`src/rtl/program_loader_pkg.sv`:
```
// Shared processor definitions for the program loader: FSM state codes and
// active-low level constants used on the Memory and SequenceControl strobes.
package program_loader_pkg;

   // Loader FSM state encoding (kept as plain constants for legacy tooling)
   localparam logic [1:0] ST_IDLE    = 2'd0;
   localparam logic [1:0] ST_LOAD    = 2'd1;
   localparam logic [1:0] ST_RELEASE = 2'd2;

   // Levels for active-low strobes
   localparam logic ASSERTED_N   = 1'b0;
   localparam logic DEASSERTED_N = 1'b1;

endpackage

```
`src/rtl/program_loader.sv`:
```
// Program loader: streams a program image from a valid/ready word source into
// the instruction Memory write port while holding the CPU (SequenceControl)
// in reset, then releases the CPU a fixed number of cycles after the final
// write strobe so the image is complete before the first fetch.
// The integration mux in front of the Memory selects this block while busy_o=1.
module program_loader
   import program_loader_pkg::*;
#(
   parameter int                    DATA_WIDTH  = 16,
   parameter int                    ADDR_WIDTH  = 8,
   parameter logic [ADDR_WIDTH-1:0] LOAD_BASE   = '0,
   parameter int                    HOLD_CYCLES = 2
)(
   input  logic                  clk_i,
   input  logic                  reset_ni,
   input  logic                  start_i,
   input  logic [ADDR_WIDTH:0]   length_i,
   input  logic [DATA_WIDTH-1:0] data_i,
   input  logic                  valid_i,
   output logic                  ready_o,
   output logic [ADDR_WIDTH-1:0] mem_addr_o,
   output logic [DATA_WIDTH-1:0] mem_data_o,
   output logic                  mem_wr_no,
   output logic                  cpu_reset_no,
   output logic                  busy_o,
   output logic                  done_o,
   output logic                  error_o
);

   localparam int LEN_W  = ADDR_WIDTH + 1;
   localparam int HOLD_W = $clog2(HOLD_CYCLES + 1);

   // Largest legal length: the whole memory (2**ADDR_WIDTH words)
   localparam logic [LEN_W-1:0]  MAX_LEN   = {1'b1, {ADDR_WIDTH{1'b0}}};
   localparam logic [LEN_W-1:0]  LEN_ONE   = LEN_W'(1);
   localparam logic [HOLD_W-1:0] HOLD_INIT = HOLD_W'(HOLD_CYCLES);
   localparam logic [HOLD_W-1:0] HOLD_ONE  = HOLD_W'(1);

   logic [1:0]        state;
   logic [LEN_W-1:0]  count;      // words accepted so far in this load
   logic [LEN_W-1:0]  length_q;   // words requested for this load
   logic [HOLD_W-1:0] hold_q;     // cycles left before the CPU is released
   logic [LEN_W-1:0]  count_next;
   logic              accept;

   // Only LOAD takes words; everything else is registered below
   assign ready_o    = (state == ST_LOAD);
   assign accept     = valid_i & ready_o;
   assign count_next = count + LEN_ONE;

   // Loader FSM, word counter, hold counter and registered Memory/CPU strobes
   always_ff @(posedge clk_i or negedge reset_ni) begin
      if (!reset_ni) begin
         // NOTE: sequential state is assigned with <= so every register samples
         // the pre-edge values of the others, independent of statement order.
         state        <= ST_IDLE;
         count        <= '0;
         length_q     <= '0;
         hold_q       <= '0;
         mem_addr_o   <= '0;
         mem_data_o   <= '0;
         mem_wr_no    <= DEASSERTED_N;
         cpu_reset_no <= DEASSERTED_N;
         busy_o       <= 1'b0;
         done_o       <= 1'b0;
         error_o      <= 1'b0;
      end else begin
         // Strobes and pulses last one cycle unless re-asserted below
         mem_wr_no <= DEASSERTED_N;
         done_o    <= 1'b0;
         error_o   <= 1'b0;

         case (state)
            ST_IDLE: begin
               if (start_i) begin
                  if (length_i > MAX_LEN) begin
                     error_o <= 1'b1;
                  end else begin
                     cpu_reset_no <= ASSERTED_N;
                     busy_o       <= 1'b1;
                     count        <= '0;
                     length_q     <= length_i;
                     if (length_i == '0) begin
                        // Nothing to write: go straight to the hold period
                        state  <= ST_RELEASE;
                        hold_q <= HOLD_INIT;
                     end else begin
                        state <= ST_LOAD;
                     end
                  end
               end
            end

            ST_LOAD: begin
               if (accept) begin
                  // Address wraps naturally at the top of the memory
                  mem_addr_o <= LOAD_BASE + count[ADDR_WIDTH-1:0];
                  mem_data_o <= data_i;
                  mem_wr_no  <= ASSERTED_N;
                  count      <= count_next;
                  if (count_next == length_q) begin
                     // The last strobe is issued during the first RELEASE cycle
                     state  <= ST_RELEASE;
                     hold_q <= HOLD_INIT;
                  end
               end
            end

            ST_RELEASE: begin
               if (hold_q == '0) begin
                  cpu_reset_no <= DEASSERTED_N;
                  done_o       <= 1'b1;
                  busy_o       <= 1'b0;
                  state        <= ST_IDLE;
               end else begin
                  hold_q <= hold_q - HOLD_ONE;
               end
            end

            default: begin
               // Unused encoding: recover to IDLE with the CPU running
               state        <= ST_IDLE;
               busy_o       <= 1'b0;
               cpu_reset_no <= DEASSERTED_N;
            end
         endcase
      end
   end

endmodule

```
`config.mk`:
```
export PLATFORM = sky130hd
export DESIGN_NAME = program_loader
export DESIGN_NICKNAME = d
export VERILOG_FILES = /design/src/rtl/program_loader_pkg.sv /design/src/rtl/program_loader.sv
export SDC_FILE = /design/constraint.sdc
export NUM_CORES = 1
export LEC_CHECK = 0
export ABC_AREA = 1
export CAP_MARGIN = 20
export CORE_AREA = 2 2 113 60
export DETAILED_ROUTE_END_ITERATION = 8
export DIE_AREA = 0 0 115 62
export HOLD_SLACK_MARGIN = 0.02
export PLACE_DENSITY = 0.66
export RECOVER_POWER = 25
export SYNTH_ARGS = -nofsm -noshare
export SYNTH_HDL_FRONTEND = slang
export SYNTH_SLANG_ARGS = --single-unit
```
`constraint.sdc`:
```
create_clock -name clk_i -period 1.97 [get_ports clk_i]
set_input_delay 0.2955 -clock clk_i [delete_from_list [all_inputs] [get_ports clk_i]]
set_output_delay 0.2955 -clock clk_i [all_outputs]
set_load 0.1 [all_outputs]
```
==> Changelog: implementation, run 1 <==
### Implementation results

- Status: finished, final reports clean
- Total Power: 0.006121 W
- DR vias/cell: approximately 4.7
- Largest net degree at the start of global routing: 52
- Final period util: 90.94%
- Cell family with most CP delay: simple AND/OR/NAND/NOR gates
- Final non-filler cell total: between 400 and 500
- # Cells Yosys: 287
- Mapped Area: 2390 sq um
- Busiest grt layer: met1
- Worst-path fanout max: 6
- I/O pin count: 59
- Final setup vio count: 0
- Overall global routing resource usage: 17.04%
- GP Congestion: 0.8606
- Slowest cell on crit path: dfrtp_1
- Post-synth area hogs: dfrtp_1, nand2_1, inv_1
- Async SR Flop Fraction: 100.0%
- Flops after synth: 51
- CP Depth: 14
- Initial antenna violation count: 0
- Clock Tree Root: clkbuf_16
- Critical path class: reg -> reg
- RSZ-0062 raised after global routing: no
- Setup Skew: 8.851 ps
- Row count: 21
- Yosys top cell by area: dfrtp_1
- Post-synth EDFFs: 0
- Die span in x: 115 um
- Reg2Reg Setup Slack: 180 ps
- Seq share, synth: between 50% and 60%
- Reg2Reg Depth: 14
- Tightest Pin Transition: 1265 ps
- Worst reg2reg endpoint: hold_q[0]
- H-Tree Level Count: 2
- Late-Pin Clk Latency: 290 ps
- IO buf count: 58
- GR Layer Usage met3: 6.208%
- Most used cell, CP: nand2_1
- Floorplan Nets: 318
- Tool Warnings: 26
- Detail Route Antenna Nets: 0
- Diode count: 0
- TritonRoute pass-1 iters: 4
- Global-route wire length before repair: approximately 9 mm
- Rel. slew slack: 15.68%
- Worst hold path depth: 1
- Tmin final: 1792 ps
- Worst setup path startpoint: count[0]
- Post-synth top flop: dfrtp_1
- Layout cells sized above 1: between 20% and 30%
- Final hold viol count: 0
- Worst reg2reg startpoint: count[0]
- Sum Neg Setup Slack: 0 ps
- Synth Warn #: 0
- Total grt overflow: 0
-- run 1: worst reg2reg max path: cells and delay by family, from the launching register on --
| family | cells | cell delay (ps) |
|---|---|---|
| AND/OR/NAND/NOR | 13 | 1110 |
| flip-flops | 1 | 360 |
| adder cells (fa/ha/maj) | 1 | 220 |
-- run 1: power breakdown --
group	internal (W)	total (W)	switching (W)
sequential	0.00143	0.00167	0.000244
combinational	0.000893	0.00346	0.00257
clock	0.000599	0.000984	0.000384
total	0.00292	0.00612	0.00320
-- run 1: cell usage in the layout (no fill, tap or decap), types with 5 or more instances in the layout --
cell             synthesis  routed
dfrtp_1                 49      49
nand2_2                  9       8
nand4_1                  5       5
nor2_1                  20      20
clkbuf_16                0       5
a21oi_1                  6       6
o21ai_0                 16      16
clkdlybuf4s50_1          0      27
inv_1                   27      27
buf_4                    1      37
nand2_1                100     100
nand3_1                 18      18
-- run 1: synthesized netlist by cell type, types with 3 or more instances --
master and n:
o22ai_1 3, nand3_1 18, nand2_1 100, dfrtp_1 49
nor2_2 4, nand4_1 5, nor2_1 20, clkbuf_1 3
o21a_1 3, a21oi_1 6, nor3_1 3, mux2_2 3
o21ai_0 16, nand2_2 9, inv_1 27
-- run 1: layout make-up --
cell class	count	area [sq um]
clock buffer	5	125.1
clock inverter	3	43.79
fill	583	3040
inverter	28	105.1
multi-input combinational	201	984.7
sequential	51	1279
tap	80	100.1
timing repair buffer	70	628.1
-- run 1: logic make-up (layout without fill, tap and decap cells) --
| kind of cell | Yosys count | count (layout) | share of synthesized area, % |
|---|---|---|---|
| buffers and inverters | 35 | 106 | 5.811 |
| muxes | 3 | 3 | 1.414 |
| and+or+nand+nor | 167 | 167 | 31.67 |
| AOI/OAI and AO/OA | 29 | 29 | 6.545 |
| DFF | 51 | 51 | 53.51 |
| adders and majority gates | 2 | 2 | 1.047 |
-- run 1: how the worst min path moves through the flow --
stage	endpoint
CTS	error_o
global placement	count[6]
floorplan	busy_o
detailed placement	mem_addr_o[6]
global route	error_o
finish	error_o
-- run 1: per-layer routing --
layer | vias to the layer above | wire length [um]
li1 | 1051 | -
met1 | 921 | 3019
met2 | 65 | 2138
met3 | 4 | 431
met4 | 0 | 22
met5 | - | 0
-- run 1: what timing repair did --
item	CTS	global route
setup endpoints to repair	0	3
gates resized	0	3
buffers inserted	0	1
hold buffers	1	0
endpoints found under the hold margin	49	0
-- run 1: flip-flops by register name (all words and copies together) (netlist names) --
name and cells:
hold_q 2, mem_wr_no 1, count 9, state 2
done_o 1, cpu_reset_no 1, length_q 9, mem_data_o 16
error_o 1, busy_o 1, mem_addr_o 8
-- run 1: per-stage QoR --
stage               worst slack [ps]  cell area [sq um]  hold WS (ps)
floorplan                      320.7               2390      -0.09107
global placement               18.89               3082         304.6
detailed placement            -17.71               3082         310.0
CTS                            77.15               3261         467.5
global route                   9.185               3266         486.6
finish                         178.5               3266         469.1
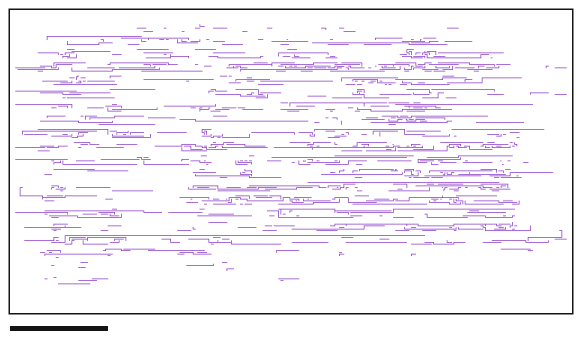
run_1/layer_met1.png
Scale bar: 20 um.
share of all routed wire: 54%
longest straight run: 73.6 um
nets with wire on the layer: 335
wire length on this layer: 3020 um

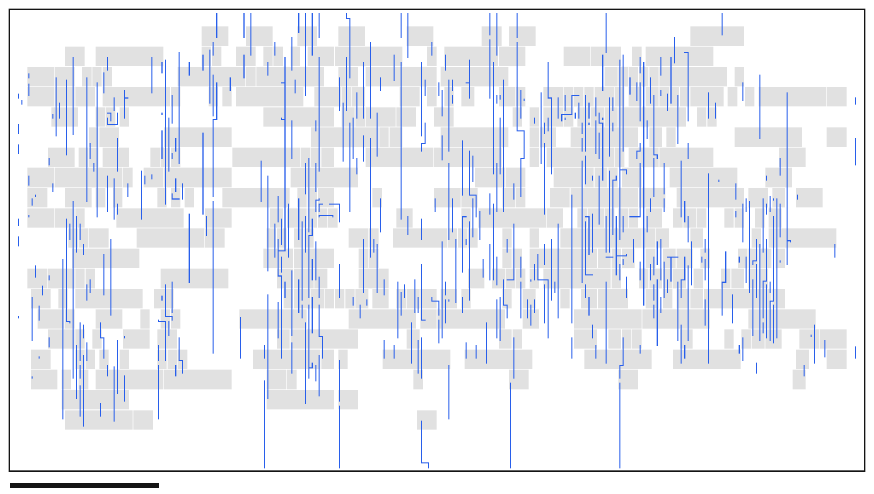
run_1/layer_met2.png
Scale bar: 20 um.
main direction: vertical
longest straight run: 32.6 um
share of all routed wire: 38%
GR Util met2: 22.18%
drt total wl: 5.611 mm
vias: 2041

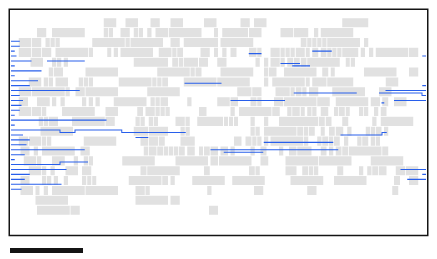
run_1/layer_met3.png
Scale bar: 20 um.
longest straight run: 35.0 um
main direction: horizontal
share of all routed wire: 7.7%

## Run 2: what changed since run 1
--- a/config.mk
+++ b/config.mk
@@ -5,13 +5,12 @@
 export SDC_FILE = /design/constraint.sdc
 export NUM_CORES = 1
 export LEC_CHECK = 0
-export ABC_AREA = 1
 export CAP_MARGIN = 20
-export CORE_AREA = 2 2 113 60
+export CORE_AREA = 2 2 114 61
 export DETAILED_ROUTE_END_ITERATION = 8
-export DIE_AREA = 0 0 115 62
+export DIE_AREA = 0 0 116 63
 export HOLD_SLACK_MARGIN = 0.02
-export PLACE_DENSITY = 0.66
+export PLACE_DENSITY = 0.7
 export RECOVER_POWER = 25
 export SYNTH_ARGS = -nofsm -noshare
 export SYNTH_HDL_FRONTEND = slang
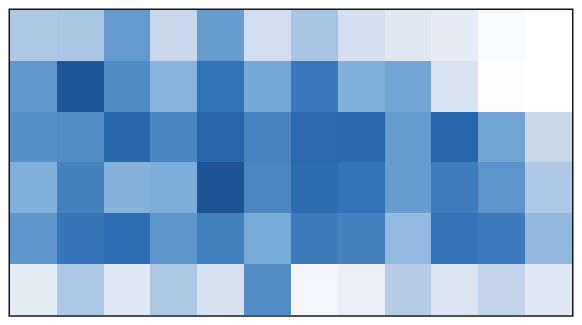
run_2/cell_density.png
The die is cut into 12 by 6 equal tiles; white is low, dark blue is high, 0 to 100% covered.
tiles over 75% full: 13%
emptiest ninth of the die: top right
mean over tiles: 47%
densest ninth of the die: middle
final core area utilization: 55.98%
total core area: 6359 sq um
Pre-Place Util: 38.08%

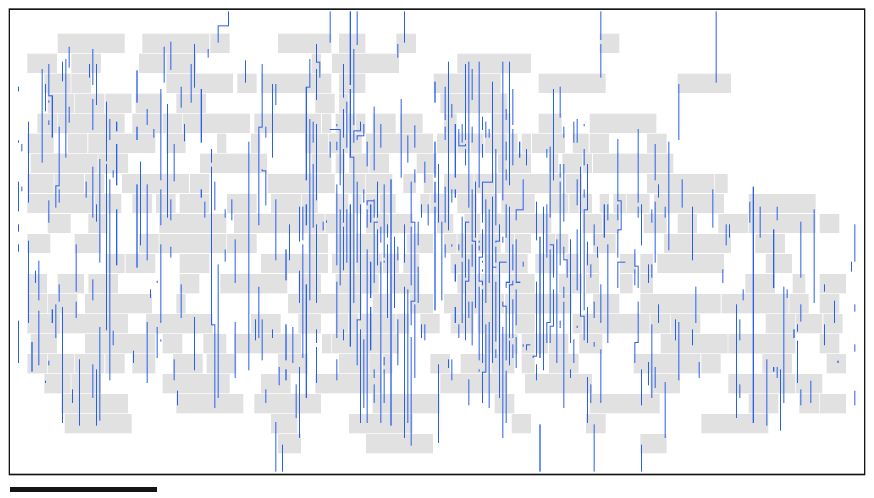
run_2/layer_met2.png
Scale bar: 20 um.
share of all routed wire: 42%
longest straight run: 33.3 um
nets with wire on the layer: 283
GR Util met2: 25.22%
drt total wl: 6.271 mm
vias: 1936

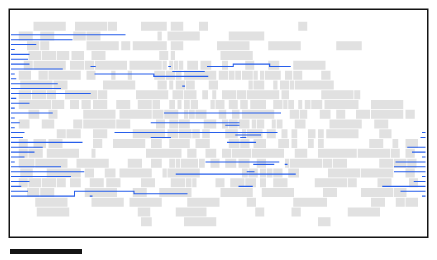
run_2/layer_met3.png
Scale bar: 20 um.
GR Layer Usage met3: 7.274%

==> Changelog: implementation, run 2 <==
### Implementation results

- Status: finished, final reports clean
- Sw Ratio: 49.10% (-3.2 points)
- Mux frac, synth: 15.30% (+14 points)
- Floorplan Nets: 239 (-25%)
- Global-route wire length before repair: 9.929 mm (+8.4%)
- Post-synth top flop: dfrtp_1
- Post-synth EDFFs: 0 (unchanged)
- Reg power frac: 26.9% (-0.4 points)
- Final worst slack: 28.65 ps (-149.8 ps)
- Most numerous logic cell after layout: buf_4
- Place WS: -441.1 ps (-423.4 ps)
- Filler instances: 580 (-0.51%)
- Final period util: 98.55% (+7.6 points)
- Tool Warnings: 27 (+3.8%)
- Slowest cell on crit path: a2111o_1
- Reg2Reg Depth: 6 (-8)
- Tightest Pin Transition: 705.7 ps (-559.1 ps)
- Worst reg2reg startpoint: count[1]
- Total grt overflow: 0 (unchanged)
- Yosys adder share: 1.034% (-0.014 points)
- Largest registers: mem_data_o x16, count x9, length_q x9
- Biggest register: mem_data_o
- Simple Share, Synth: 12.61% (-19 points)
- Setup Skew: 4.313 ps (-4.538 ps)
- Largest net degree at the start of global routing: 33 (-37%)
- Critical path class: reg -> reg
- GP Congestion: 0.8753 (+1.7%)
- Overall global routing resource usage: 18.18% (+1.1 points)
- Flops after synth: 51 (unchanged)
- Most frequent cells in the layout: buf_4, dfrtp_1, mux2_2
- Top comb family, area: multiplexers
- Rel. slew slack: 52.95% (+37 points)
- Clock Tree Root: clkbuf_16
- Die span in x: 116 um (+0.87%)
- Mapped Area: 2421 sq um (+1.3%)
==> run 2: cells by family (layout without fill, tap and decap cells) <==
family	after synthesis	in the layout
fa+ha+maj	2	2
mux	33	33
buf+inv	15	102
xor+xnor	9	9
compound gates	41	41
flops	51	51
simple gates	57	57
==> run 2: area by class of cell <==
type / instances / area [sq um] / area share (%)
Sequential cell: 51 / 1281 / 35.99
Inverter: 4 / 15.01 / 0.4218
Multi-Input combinational cell: 142 / 1194 / 33.53
Clock inverter: 2 / 60.06 / 1.687
Clock buffer: 6 / 128.9 / 3.620
Tap cell: 92 / 115.1 / 3.234
Timing Repair Buffer: 90 / 765.7 / 21.51
==> run 2: worst max-delay path by stage <==
stage                           end  cells after the start         from  slack (ps)
after floorplan            state[0]                      7     count[1]          20
after global placement    hold_q[0]                      6  length_i[5]        -380
after detailed placement  hold_q[0]                      6  length_i[4]        -440
after CTS                  state[0]                      7     count[1]           1
after global routing      hold_q[0]                      7     count[0]         -70
final                      state[0]                      6     count[1]          30
==> run 2: routing by layer <==
metal / up-vias / share of wire (%)
met4: 0 / 1.8
met3: 8 / 10
met5: - / 0
li1: 926 / -
met1: 916 / 47
met2: 86 / 42
==> run 2: stage by stage <==
step / cells / TNS, ps / power [W] / utilization [%]
global route: 387 / -184.8 / 0.006742 / 55.98
CTS: 384 / 0 / 0.006333 / 54.51
detailed placement: 373 / -4490 / 0.005143 / 50.67
global placement: 373 / -4024 / 0.005092 / 50.67
floorplan: 208 / 0 / 0.004228 / -
finish: 387 / 0 / 0.006452 / 55.98
==> run 2: timing repair <==
action	CTS	global route
hold buffers	1	0
endpoints found under the hold margin	22	0
setup endpoints to repair	3	8
resized	13	22
setup buffers	2	3
pin swaps	7	13
==> run 2: power groups by stage <==
stage          clock network, W  registers, W  logic, W
6_report                0.00110       0.00174   0.00362
5_1_grt                 0.00117       0.00179   0.00378
4_1_cts                 0.00113       0.00170   0.00350
3_5_place_dp                  0       0.00172   0.00342
3_3_place_gp                  0       0.00169   0.00340
2_1_floorplan                 0       0.00332  0.000911
Power and IR drop assume default switching activity.
